pdn.png
The bar under the picture is 20 µm long. Pins as bars on the die edge.
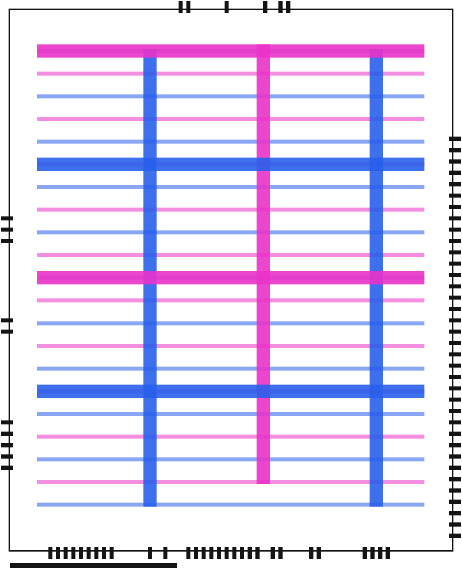
cell_classes.png
The bar under the picture is 20 µm long.
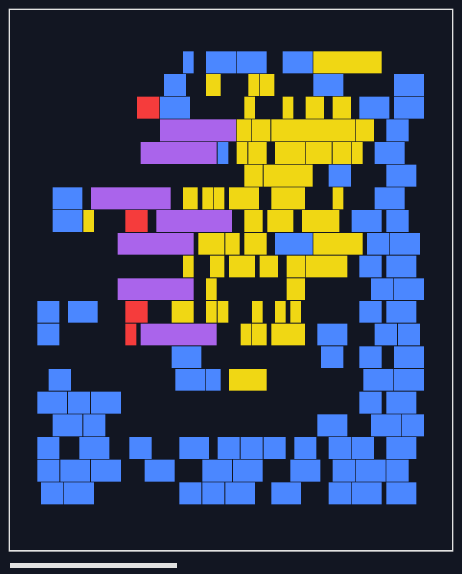
clock_map.png
The bar under the picture is 20 µm long.
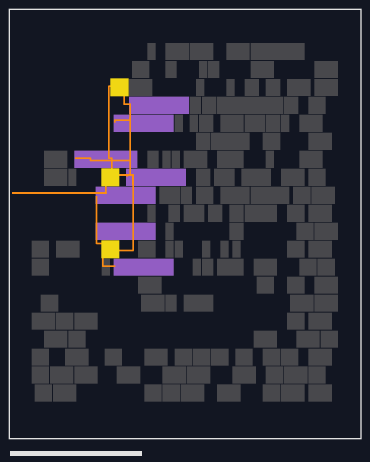
metal_stack.png
Two of the layers only.
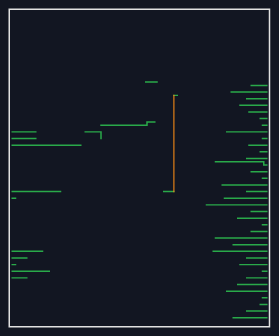
===== src/rtl/libv_queue_issue_pkg.sv =====
// Shared types for the speculative issue stage: FSM state encoding and the
// helper that sizes the outstanding-entry counter.
package libv_queue_issue_pkg;

    typedef enum logic [1:0] {
        ISSUE  = 2'd0,
        DRAIN  = 2'd1,
        REPLAY = 2'd2
    } state_t;

    // Width needed to hold 0..max_inflight inclusive.
    function automatic int inflight_w(input int max_inflight);
        return (max_inflight < 1) ? 1 : $clog2(max_inflight + 1);
    endfunction

endpackage


===== src/rtl/libv_watchdog.sv =====
// Reloadable down-counter: expired is high on the PERIOD-th consecutive cycle
// without reload. Used by libv_queue_issue when LIBV_QUEUE_ISSUE_TIMEOUT_EN is defined.
module libv_watchdog #(
    parameter int PERIOD = 64
) (
    input  logic clk,
    input  logic rst,
    input  logic reload,
    output logic expired
);

    localparam int CW = (PERIOD > 1) ? $clog2(PERIOD) : 1;
    localparam logic [CW-1:0] LOAD = CW'(PERIOD - 1);

    logic [CW-1:0] cnt_q;
    logic [CW-1:0] cnt_d;

    always_comb begin
        expired = !reload && (cnt_q == '0);
        cnt_d   = cnt_q;
        if (reload || expired) begin
            cnt_d = LOAD;
        end else begin
            cnt_d = cnt_q - CW'(1);
        end
    end

    always_ff @(posedge clk or posedge rst) begin
        if (rst) begin
            cnt_q <= LOAD;
        end else begin
            cnt_q <= cnt_d;
        end
    end

endmodule


===== src/rtl/libv_queue_issue.sv =====
// Speculative issue stage between a replayable queue and a valid/accept link.
// Optional response timeout enabled by defining LIBV_QUEUE_ISSUE_TIMEOUT_EN.
module libv_queue_issue
    import libv_queue_issue_pkg::*;
#(
    parameter int W            = 32,
    parameter int MAX_INFLIGHT = 4,
    parameter int TIMEOUT      = 64
) (
    input  logic                                 clk,
    input  logic                                 rst,
    input  logic                                 q_empty_w,
    input  logic [W-1:0]                         q_data,
    output logic                                 q_pop,
    output logic                                 q_commit,
    output logic                                 q_replay,
    output logic                                 q_flush,
    input  logic                                 flush,
    output logic                                 out_vld,
    output logic [W-1:0]                         out_data,
    input  logic                                 out_accept,
    input  logic                                 rsp_vld,
    input  logic                                 rsp_ack,
    output logic                                 link_abort,
    output logic [inflight_w(MAX_INFLIGHT)-1:0]  inflight,
    output logic                                 rsp_err
);

    localparam int IW = inflight_w(MAX_INFLIGHT);
    localparam logic [IW-1:0] MAX_CNT = IW'(MAX_INFLIGHT);

    if (MAX_INFLIGHT < 1 || TIMEOUT < 1) begin : g_bad_params
        $error("libv_queue_issue: MAX_INFLIGHT and TIMEOUT must be at least 1");
    end

    state_t        state_q, state_d;
    logic [IW-1:0] inflight_q, inflight_d;
    logic          empty_r_q, empty_r_d;
    logic          rsp_err_q, rsp_err_d;
    logic          rsp_take;
    logic          force_replay;

`ifdef LIBV_QUEUE_ISSUE_TIMEOUT_EN
    logic wd_reload;
    logic wd_expired;

    // Silence only accumulates while something is outstanding and the link is quiet.
    assign wd_reload = flush | rsp_vld | (inflight_q == '0);

    libv_watchdog #(
        .PERIOD (TIMEOUT)
    ) u_watchdog (
        .clk     (clk),
        .rst     (rst),
        .reload  (wd_reload),
        .expired (wd_expired)
    );

    assign force_replay = wd_expired && (state_q != REPLAY);
`else
    assign force_replay = 1'b0;
`endif

    assign empty_r_d = q_empty_w;
    assign q_flush   = flush;
    assign out_data  = q_data;
    assign inflight  = inflight_q;
    assign rsp_err   = rsp_err_q;

    always_comb begin
        state_d    = state_q;
        inflight_d = inflight_q;
        rsp_err_d  = rsp_err_q;
        out_vld    = 1'b0;
        q_pop      = 1'b0;
        q_commit   = 1'b0;
        q_replay   = 1'b0;
        link_abort = 1'b0;
        rsp_take   = rsp_vld && (inflight_q != '0);

        if (flush) begin
            link_abort = (inflight_q != '0);
            inflight_d = '0;
            state_d    = ISSUE;
        end else if (force_replay) begin
            link_abort = 1'b1;
            inflight_d = '0;
            state_d    = REPLAY;
        end else begin
            if (rsp_vld && (inflight_q == '0)) begin
                rsp_err_d = 1'b1;
            end
            unique case (state_q)
                ISSUE: begin
                    out_vld    = !empty_r_q && (inflight_q < MAX_CNT);
                    q_pop      = out_vld && out_accept;
                    inflight_d = inflight_q + IW'(q_pop) - IW'(rsp_take);
                    if (rsp_take) begin
                        if (rsp_ack) begin
                            q_commit = 1'b1;
                        end else if (inflight_d == '0) begin
                            state_d = REPLAY;
                        end else begin
                            state_d = DRAIN;
                        end
                    end
                end
                // Entries after a NACK cannot commit: the architectural pointer is in order.
                DRAIN: begin
                    inflight_d = inflight_q - IW'(rsp_take);
                    if (inflight_d == '0) begin
                        state_d = REPLAY;
                    end
                end
                REPLAY: begin
                    q_replay = 1'b1;
                    state_d  = ISSUE;
                end
                default: begin
                    state_d = ISSUE;
                end
            endcase
        end
    end

    always_ff @(posedge clk or posedge rst) begin
        if (rst) begin
            state_q    <= ISSUE;
            inflight_q <= '0;
            empty_r_q  <= 1'b1;
            rsp_err_q  <= 1'b0;
        end else begin
            state_q    <= state_d;
            inflight_q <= inflight_d;
            empty_r_q  <= empty_r_d;
            rsp_err_q  <= rsp_err_d;
        end
    end

`ifndef SYNTHESIS
    a_no_commit_with_replay: assert property (@(posedge clk) disable iff (rst)
        !(q_commit && q_replay));
    a_inflight_bound: assert property (@(posedge clk) disable iff (rst)
        inflight_q <= MAX_CNT);
`endif

endmodule


===== config.mk =====
export PLATFORM = sky130hd
export DESIGN_NAME = libv_queue_issue
export DESIGN_NICKNAME = d
export VERILOG_FILES = /design/src/rtl/libv_queue_issue_pkg.sv /design/src/rtl/libv_watchdog.sv /design/src/rtl/libv_queue_issue.sv
export SDC_FILE = /design/constraint.sdc
export NUM_CORES = 1
export LEC_CHECK = 0
export CAP_MARGIN = 15
export CORE_ASPECT_RATIO = 1.25
export CORE_MARGIN = 3
export CORE_UTILIZATION = 28
export DETAILED_ROUTE_END_ITERATION = 16
export GPL_TIMING_DRIVEN = 0
export PLACE_DENSITY = 0.79
export SETUP_SLACK_MARGIN = 0.1
export SKIP_CTS_REPAIR_TIMING = 1
export SLEW_MARGIN = 25
export SYNTH_ARGS = -nofsm -noshare
export SYNTH_HDL_FRONTEND = slang
export SYNTH_SLANG_ARGS = --single-unit

===== constraint.sdc =====
create_clock -name clk -period 2.9 [get_ports clk]
set_input_delay 0.58 -clock clk [delete_from_list [all_inputs] [get_ports clk]]
set_output_delay 0.58 -clock clk [all_outputs]
set_load 0.005 [all_outputs]

==> run summary <==
fresh numbers from the pnr run: status complete, no violations, share of cells above drive strength 1 0.3129, Layout fillers 250, Tcrit/Tclk final 0.9270, Row Count 20, total CTS buffers 3, flop count 7, Remaining Overflow, GRT 0, met2 WL 1.198 mm, Final Hold Vio Count 0, area leader, netlist buf_4, crit path capture state_q[1]$_DFFE_PP0P_, Hold Path End rsp_err$_DFFE_PP0P_, CTS root buf clkbuf_4, Synth Instances 95, buffer share of cell area 0.5421, Die Area between 3000 and 4000 µm², Pleak 0.0006163 µW, fa+ha+maj area frac 0.05825, Routed met3 length between 200 and 300 µm, n_diodes 0, Crit Path Max Fanout 2, hold path start rsp_err$_DFFE_PP0P_, initial drt markers 26, CP startpoint out_accept, Nets 190, largest net degree at the start of global routing 11, final core utilization 0.5406, final HPWL from detailed placement 1.841 mm, core area about 2500 µm², final worst setup slack 0.2117 ns, CP required 3.05 ns, met1 usage 0.1144, Cell Type Count 30, Hold WS 0.4546 ns, initial antenna violation count 0, PwrDens 542.1 nW/µm², CP Launch Type input pin, Late-Pin Clk Latency ~0.24 ns, Signal buffers 84, cell area after synthesis 773.2 µm², DR vias around 790, Synth async-reset ratio 1.000
Notes on pdn.png above:
legend:
  VDD:
    colour: magenta
  VSS:
    colour: blue
signal pins: 81
rows: 20
met1 rails: 21

Notes on cell_classes.png above:
legend:
  clock drivers and dummy loads:
    colour: red
    cells: 4
    share_of_their_area: 2.0%
  all other logic:
    colour: yellow
    cells: 52
    share_of_their_area: 29%
  other buffers and delay cells:
    colour: blue
    cells: 84
    share_of_their_area: 56%
  flip-flops:
    colour: purple
    cells: 7
    share_of_their_area: 13%

Notes on clock_map.png above:
legend:
  clock wires:
    colour: orange
    length: 89.6 µm
  cells driving clock nets:
    colour: yellow
    count: 3
  flip-flops:
    colour: purple
    count: 7
routed clock nets: 4

Notes on metal_stack.png above:
legend:
  met3:
    colour: green
    wire_length: 252 µm
  met4:
    colour: orange
    wire_length: 19.7 µm

## registers in the layout, indices dropped and copies added, names as in the netlist
name       cells
empty_r_q      1
rsp_err        1
state_q        2
inflight       3
## critical path: stages
cell and delay (ns):
clkdlybuf4s50_1 0.47, nand2_1 0.07, xnor2_1 0.17, ha_1 0.16, inv_1 0.05, fa_2 0.36
xor2_2 0.17, xor2_1 0.16, or3b_4 0.40, o32ai_4 0.26
## where the power goes
group / internal (µW) / switching (µW)
registers: 120 / 31.7
logic: 286 / 219
clock network: 52.2 / 31.9
total: 458 / 283
## cells by family after synthesis
logic type	Yosys count
xor gates and xnor gates	4
and+or+nand+nor	30
muxes	1
AOI/OAI and AO/OA	8
adders and majority gates	3
DFF	7
buffers and inverters	42
Power is estimated from default activity; no workload was simulated.
